[config.mk]
export PLATFORM = sky130hd
export DESIGN_NAME = intersection_light_ctrl
export DESIGN_NICKNAME = d
export VERILOG_FILES = /design/src/rtl/intersection_light_ctrl.sv
export SDC_FILE = /design/constraint.sdc
export NUM_CORES = 1
export LEC_CHECK = 0
export CORE_MARGIN = 4
export CORE_UTILIZATION = 40
export CTS_CLUSTER_SIZE = 24
export DETAILED_ROUTE_END_ITERATION = 7
export PLACE_DENSITY = 0.62
export SLEW_MARGIN = 20
export SYNTH_ARGS = -nofsm -noshare
export SYNTH_HDL_FRONTEND = slang
export SYNTH_SLANG_ARGS = --single-unit
export TNS_END_PERCENT = 5
[constraint.sdc]
create_clock -name clk -period 4.6 [get_ports clk]
set_input_delay 0.92 -clock clk [delete_from_list [all_inputs] [get_ports clk]]
set_output_delay 0.92 -clock clk [all_outputs]
set_load 0.005 [all_outputs]
[src/rtl/intersection_light_ctrl.sv]
// intersection_light_ctrl
//   Two-road (NS / EW) intersection controller. The day cycle is
//   NS_G -> NS_Y -> AR1 -> EW_G -> EW_Y -> AR2 -> NS_G. A latched pedestrian
//   request caps the remaining NS green and grants a walk lamp during EW green.
//   Night mode flashes both yellows. A 2-digit multiplexed 7-seg display shows
//   the seconds left in the current phase.
// Ports
//   clk, rst_n       : clock, asynchronous active-low reset
//   night_mode       : level request for night flashing (sampled at phase end)
//   ped_req          : one-cycle pedestrian button pulse
//   led_ns, led_ew   : {r,y,g} lamps, active-high, registered
//   ped_walk         : walk lamp for crossing the NS road
//   seg_out          : {dp,g,f,e,d,c,b,a}, active-low
//   seg_sel          : active-low digit enables, [0] ones, [1] tens
module intersection_light_ctrl #(
  parameter int CLK_FREQ       = 50_000_000,
  parameter int NS_GREEN_TIME  = 30,
  parameter int EW_GREEN_TIME  = 20,
  parameter int YELLOW_TIME    = 4,
  parameter int ALLRED_TIME    = 2,
  parameter int PED_SHORT_TIME = 5,
  parameter int SCAN_DIV       = 2**17
) (
  input  logic       clk,
  input  logic       rst_n,
  input  logic       night_mode,
  input  logic       ped_req,
  output logic [2:0] led_ns,
  output logic [2:0] led_ew,
  output logic       ped_walk,
  output logic [7:0] seg_out,
  output logic [1:0] seg_sel
);

  if (NS_GREEN_TIME < 1 || NS_GREEN_TIME > 99 || EW_GREEN_TIME < 1 || EW_GREEN_TIME > 99 ||
      YELLOW_TIME < 1 || YELLOW_TIME > 99 || ALLRED_TIME < 1 || ALLRED_TIME > 99 ||
      PED_SHORT_TIME < 1 || PED_SHORT_TIME > 99) begin : g_bad_time
    $error("intersection_light_ctrl: every *_TIME parameter must be in 1..99");
  end
  if (CLK_FREQ < 4 || (CLK_FREQ % 2) != 0 || SCAN_DIV < 1) begin : g_bad_clk
    $error("intersection_light_ctrl: CLK_FREQ must be even and >= 4, SCAN_DIV >= 1");
  end

  localparam int SEC_W  = $clog2(CLK_FREQ);
  localparam int HALF   = CLK_FREQ / 2;
  localparam int BLK_W  = (HALF > 1) ? $clog2(HALF) : 1;
  localparam int SCAN_W = $clog2(2 * SCAN_DIV);

  localparam logic [SEC_W-1:0]  SEC_LAST   = SEC_W'(CLK_FREQ - 1);
  localparam logic [BLK_W-1:0]  BLINK_LAST = BLK_W'(HALF - 1);
  localparam logic [SCAN_W-1:0] SCAN_LAST  = SCAN_W'(2 * SCAN_DIV - 1);
  localparam logic [SCAN_W-1:0] SCAN_HALF  = SCAN_W'(SCAN_DIV);
  localparam logic [6:0]        T_PED      = 7'(PED_SHORT_TIME);

  typedef enum logic [2:0] {S_NS_G, S_NS_Y, S_AR1, S_EW_G, S_EW_Y, S_AR2, S_NIGHT} state_t;

  state_t             state_q, state_d;
  logic [SEC_W-1:0]   sec_cnt_q, sec_cnt_d;
  logic [6:0]         time_cnt_q, time_cnt_d;
  logic               ped_pending_q, ped_pending_d;
  logic               ped_walk_q, ped_walk_d;
  logic [BLK_W-1:0]   blink_cnt_q, blink_cnt_d;
  logic               blink_q, blink_d;
  logic [SCAN_W-1:0]  scan_cnt_q, scan_cnt_d;
  logic [2:0]         led_ns_q, led_ns_d, led_ew_q, led_ew_d;

  logic       sec_tick, phase_end, state_chg;
  logic [3:0] tens_dig, ones_dig;

  assign sec_tick  = (sec_cnt_q == SEC_LAST);
  assign phase_end = sec_tick && (time_cnt_q == 7'd1);
  assign state_chg = (state_d != state_q);

  function automatic logic [6:0] dur(input state_t s);
    case (s)
      S_NS_G:        dur = 7'(NS_GREEN_TIME);
      S_EW_G:        dur = 7'(EW_GREEN_TIME);
      S_NS_Y, S_EW_Y: dur = 7'(YELLOW_TIME);
      S_AR1, S_AR2:  dur = 7'(ALLRED_TIME);
      default:       dur = 7'd0;
    endcase
  endfunction

  function automatic logic [7:0] seg7(input logic [3:0] d);
    case (d)
      4'd0: seg7 = 8'hC0;
      4'd1: seg7 = 8'hF9;
      4'd2: seg7 = 8'hA4;
      4'd3: seg7 = 8'hB0;
      4'd4: seg7 = 8'h99;
      4'd5: seg7 = 8'h92;
      4'd6: seg7 = 8'h82;
      4'd7: seg7 = 8'hF8;
      4'd8: seg7 = 8'h80;
      4'd9: seg7 = 8'h90;
      default: seg7 = 8'hFF;
    endcase
  endfunction

  // state register and datapath registers
  always_ff @(posedge clk or negedge rst_n) begin
    if (!rst_n) begin
      state_q       <= S_NS_G;
      sec_cnt_q     <= '0;
      time_cnt_q    <= 7'(NS_GREEN_TIME);
      ped_pending_q <= 1'b0;
      ped_walk_q    <= 1'b0;
      blink_cnt_q   <= '0;
      blink_q       <= 1'b1;
      scan_cnt_q    <= '0;
      led_ns_q      <= 3'b001;
      led_ew_q      <= 3'b100;
    end else begin
      state_q       <= state_d;
      sec_cnt_q     <= sec_cnt_d;
      time_cnt_q    <= time_cnt_d;
      ped_pending_q <= ped_pending_d;
      ped_walk_q    <= ped_walk_d;
      blink_cnt_q   <= blink_cnt_d;
      blink_q       <= blink_d;
      scan_cnt_q    <= scan_cnt_d;
      led_ns_q      <= led_ns_d;
      led_ew_q      <= led_ew_d;
    end
  end

  // next state: night_mode only matters at a phase-end tick
  always_comb begin
    state_d = state_q;
    case (state_q)
      S_NS_G:  if (phase_end) state_d = night_mode ? S_NIGHT : S_NS_Y;
      S_NS_Y:  if (phase_end) state_d = night_mode ? S_NIGHT : S_AR1;
      S_AR1:   if (phase_end) state_d = night_mode ? S_NIGHT : S_EW_G;
      S_EW_G:  if (phase_end) state_d = night_mode ? S_NIGHT : S_EW_Y;
      S_EW_Y:  if (phase_end) state_d = night_mode ? S_NIGHT : S_AR2;
      S_AR2:   if (phase_end) state_d = night_mode ? S_NIGHT : S_NS_G;
      S_NIGHT: if (sec_tick && !night_mode) state_d = S_AR2;
      default: state_d = S_NS_G;
    endcase
  end

  // counters and pedestrian bookkeeping
  always_comb begin
    sec_cnt_d  = sec_tick ? '0 : sec_cnt_q + SEC_W'(1);
    scan_cnt_d = (scan_cnt_q == SCAN_LAST) ? '0 : scan_cnt_q + SCAN_W'(1);

    time_cnt_d = time_cnt_q;
    if (state_chg)
      time_cnt_d = dur(state_d);
    else if (state_q == S_NIGHT)
      time_cnt_d = 7'd0;
    else if (sec_tick && time_cnt_q > 7'd1)
      time_cnt_d = time_cnt_q - 7'd1;
    // cap only on non-tick cycles so a coinciding decrement is not lost
    else if (state_q == S_NS_G && ped_pending_q && time_cnt_q > T_PED)
      time_cnt_d = T_PED;

    // NIGHT entry clears; otherwise a new request beats the EW_G-entry clear
    ped_pending_d = ped_pending_q;
    if (state_chg && state_d == S_NIGHT)
      ped_pending_d = 1'b0;
    else if (ped_req && state_q != S_NIGHT)
      ped_pending_d = 1'b1;
    else if (state_chg && state_d == S_EW_G)
      ped_pending_d = 1'b0;

    ped_walk_d = ped_walk_q;
    if (state_chg && state_d == S_EW_G)
      ped_walk_d = ped_pending_q;
    else if (state_chg && state_q == S_EW_G)
      ped_walk_d = 1'b0;

    blink_cnt_d = blink_cnt_q;
    blink_d     = blink_q;
    if (state_chg && state_d == S_NIGHT) begin
      blink_cnt_d = '0;
      blink_d     = 1'b1;
    end else if (state_q == S_NIGHT) begin
      if (blink_cnt_q == BLINK_LAST) begin
        blink_cnt_d = '0;
        blink_d     = ~blink_q;
      end else begin
        blink_cnt_d = blink_cnt_q + BLK_W'(1);
      end
    end
  end

  assign tens_dig = 4'(time_cnt_q / 7'd10);
  assign ones_dig = 4'(time_cnt_q % 7'd10);

  // outputs: lamp next-values (registered) and display mux
  always_comb begin
    led_ns_d = 3'b100;
    led_ew_d = 3'b100;
    case (state_q)
      S_NS_G:  led_ns_d = 3'b001;
      S_NS_Y:  led_ns_d = 3'b010;
      S_EW_G:  led_ew_d = 3'b001;
      S_EW_Y:  led_ew_d = 3'b010;
      S_NIGHT: begin
        led_ns_d = {1'b0, blink_q, 1'b0};
        led_ew_d = {1'b0, blink_q, 1'b0};
      end
      default: ;
    endcase

    if (state_q == S_NIGHT) begin
      seg_sel = 2'b11;
      seg_out = 8'hFF;
    end else if (scan_cnt_q < SCAN_HALF) begin
      seg_sel = 2'b10;
      seg_out = seg7(ones_dig);
    end else begin
      seg_sel = 2'b01;
      seg_out = (tens_dig == 4'd0) ? 8'hFF : seg7(tens_dig);
    end
  end

  assign led_ns   = led_ns_q;
  assign led_ew   = led_ew_q;
  assign ped_walk = ped_walk_q;

endmodule

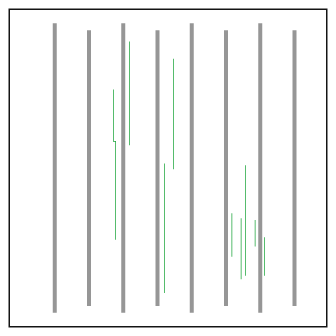
(met4 routing)
Supply wires on this layer in gray.
share of all routed wire	2.3%
longest straight run	51.0 microns
main direction	vertical
nets with wire on the layer	8
wire length on this layer	305 microns

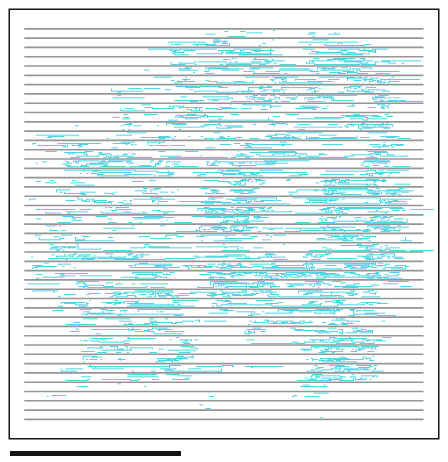
(M1 wires)
Bar = 50 microns. Supply wires on this layer in gray.
main direction	horizontal
share of all routed wire	46%
met1 usage: 21.9%
DR vias: 4732
final wirelength: 13100 microns

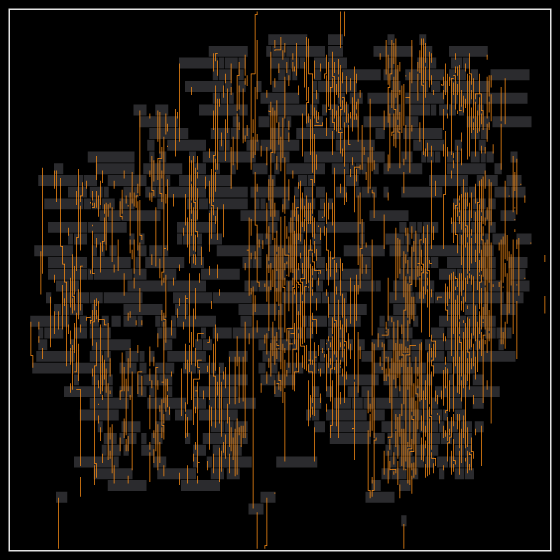
(the metal 2 layer)
Cells faint in the background.
longest straight run	51.3 microns
wire length on this layer	6320 microns
nets with wire on the layer	596
main direction	vertical
share of all routed wire	48%

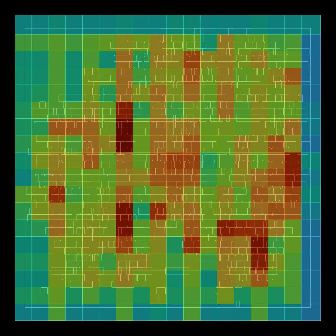
(routing congestion map)
GR peak layer: met2
M3 GR Usage: 3.45%
GRT Resource Usage Total: 16.8%
Final Util: 49.0%

==> placed cells by master, fill, tap and decap left out, drive strengths merged, types with 17 or more instances in the layout <==
cell / synthesis / routed
nor2b: 17 / 17
a21oi: 38 / 38
inv: 31 / 32
ha: 18 / 18
o21ai: 42 / 42
xnor2: 28 / 28
xor2: 25 / 25
buf: 9 / 38
dfrtp: 81 / 81
nand2: 60 / 60
nor3: 18 / 18
nand3: 34 / 34
nor2: 74 / 74
==> critical path, cell delays in order, from the launching register on <==
cell             delay [ns]
dfstp_2                0.64
nor3b_4                0.08
a221oi_2               0.28
o211ai_1               0.16
inv_1                  0.13
ha_4                   0.17
nor2_4                 0.04
a32oi_1                0.18
o31a_1                 0.19
and3_4                 0.21
nand2_4                0.08
xnor2_4                0.15
buf_6                  0.14
ha_1                   0.26
or2_2                  0.30
a21oi_1                0.15
clkdlybuf4s15_1        0.22
==> state kept, by name, indices dropped and copies added, names as in the netlist, 3 cells and up <==
register,flops
blink_cnt_q,25
led_ns,3
sec_cnt_q,26
scan_cnt_q,18
time_cnt_q,7
led_ew,3
state_q,3
==> per-stage QoR <==
stage	hold slack, ns	cell area, sq um	setup TNS [ns]	std cells	setup WS (ns)
final	0.473	6550	-0.0485	861	-0.0485
after global routing	0.499	6550	-1.09	861	-0.300
after CTS	0.471	6450	-0.496	857	-0.175
after detailed placement	0.458	5990	-0.447	833	-0.115
after global placement	0.452	5990	0	833	0.0325
after floorplan	0.412	5490	0	638	0.194
==> final timing paths <==
check	end	slack [ns]	start
worst max-delay path	seg_out[1]	-0.05	time_cnt_q[4]
worst min-delay path	scan_cnt_q[8]	0.47	scan_cnt_q[8]
worst max register to register	blink_cnt_q[15]	1.45	time_cnt_q[4]
worst min register to register	scan_cnt_q[8]	0.47	scan_cnt_q[8]
max in group asynchronous	time_cnt_q[1]	3.01	rst_n
min in group asynchronous	sec_cnt_q[18]	0.65	rst_n
==> Yosys cell counts, types with 3 or more instances <==
library cell  count
o211ai_1          3
clkbuf_1         15
o21a_1            4
or3_1            10
a31oi_1           5
nor3b_1           5
nand2b_1         11
nor4b_1           3
nor2_1           74
nand3_1          34
nor3_1           18
nand4_1          10
dfrtp_1          81
or2_2             3
xor2_1           25
and3_1           14
buf_1             3
a21oi_1          38
o31a_1            3
dfstp_2           7
mux2i_1           3
buf_2             5
nor4_1            5
a211oi_1          3
o22ai_1           5
ha_1             18
nand2_1          60
xnor2_1          28
nor2b_1          17
inv_1            31
o21ai_0          41
and2_1            6
o31ai_1           7
==> cell type report <==
| cell class | instances | area [sq um] | share of cell area [%] |
|---|---|---|---|
| clock buffer | 12 | 256 | 3.92 |
| inverter | 31 | 116 | 1.78 |
| multi-input combinational | 495 | 3240 | 49.5 |
| timing repair buffer | 55 | 447 | 6.82 |
| clock inverter | 4 | 51.3 | 0.784 |
| sequential | 88 | 2210 | 33.8 |
| tap | 176 | 220 | 3.36 |
==> power by group <==
group | internal, mW | switching (mW)
logic | 0.00578 | 0.0189
registers | 0.775 | 0.00189
clock network | 0.452 | 0.307
total | 1.23 | 0.328
==> results.sh <==
# implementation run metrics
export IMPL_status="finished with violations"
export IMPL_violations="negative setup slack"
export IMPL_wire_per_inst_microns=15.2
export IMPL_die_y_microns=125
export IMPL_whs_path_depth=1
export IMPL_critPathArrivalTime_ns=3.73
export IMPL_fp_nets=660
export IMPL_crit_path_end_kind="primary output"
export IMPL_rsz0062_at_grt="true"
export IMPL_grt_pass1_wl_microns=22300
export IMPL_p_leak_nw=2.80
export IMPL_hold_class="reg2reg"
export IMPL_die_w_microns=125
export IMPL_min_period_ns=4.65
export IMPL_ctsHtreeMaxLevel=3
export IMPL_hold_viol_final=0
export IMPL_dr_wl_met3_microns=427
export IMPL_synthSimpleGateAreaFrac_pct=27.7
export IMPL_worstSetupPathType="reg2out"
export IMPL_ant_nets=0
export IMPL_finalWorstSetupSlack_ns=-0.0485
export IMPL_hpwlAfterDp_microns=9100
export IMPL_startpoint_type="register"
export IMPL_n_antenna_cell=0
export IMPL_fillers=1281
export IMPL_tightest_slew_ns=0.786
export IMPL_max_freq_mhz=215
export IMPL_ys_flops=88
export IMPL_layout_drive_gt1_share_pct=15.0
export IMPL_relSlewSlack_pct=47.6
export IMPL_logic_family="simple AND/OR/NAND/NOR gates"
export IMPL_setup_viol=1
export IMPL_worstPathRequired_ns=3.68
export IMPL_drt_iter0_markers=387
export IMPL_yosys_area_share_aoi_pct=14.8
export IMPL_dr_max_layer_used="met4"
export IMPL_ys_sh_adder_pct=4.10
export IMPL_clock_latency_ns=0.35
export IMPL_core_sq_um=13300
export IMPL_synth_area_sq_um=5490
export IMPL_routed_via_density=5.50
export IMPL_async_flop_share_pct=100
export IMPL_ff_type="dfrtp_1"
export IMPL_grt_overflow_total=0
export IMPL_nets=702
export IMPL_mux_share_pct=0.752
export IMPL_m1WireLength_microns=6050
export IMPL_drc_errors=0
export IMPL_warning_count=40
export IMPL_cts_tree="yes"
export IMPL_ys_area_sq_um=5490
export IMPL_fp_util_pct=41.2
export IMPL_final_setup_skew_ns=0.00924
export IMPL_clk_pin_slew_ns=0.06
export IMPL_antenna_found_initial=0
export IMPL_critical_path_max_fanout=8
export IMPL_cts_setup_buffers=8
export IMPL_powerDensity_nw_per_um2=238
export IMPL_synthDistinctLibCells=71
export IMPL_enable_flop_cells=0
export IMPL_cts_root_buffer="clkbuf_16"
export IMPL_grt_pass1_vias=4628
export IMPL_yosysCellCount=638
export IMPL_grt_start_max_net_pins=62
export IMPL_pin_count=21
export IMPL_ir_drop_mv=0.207
export IMPL_rows=42
export IMPL_xor_share_pct=8.45
export IMPL_place_gp_congestion=0.879
export IMPL_r2r_cells=10
Power is estimated from default activity; no workload was simulated.
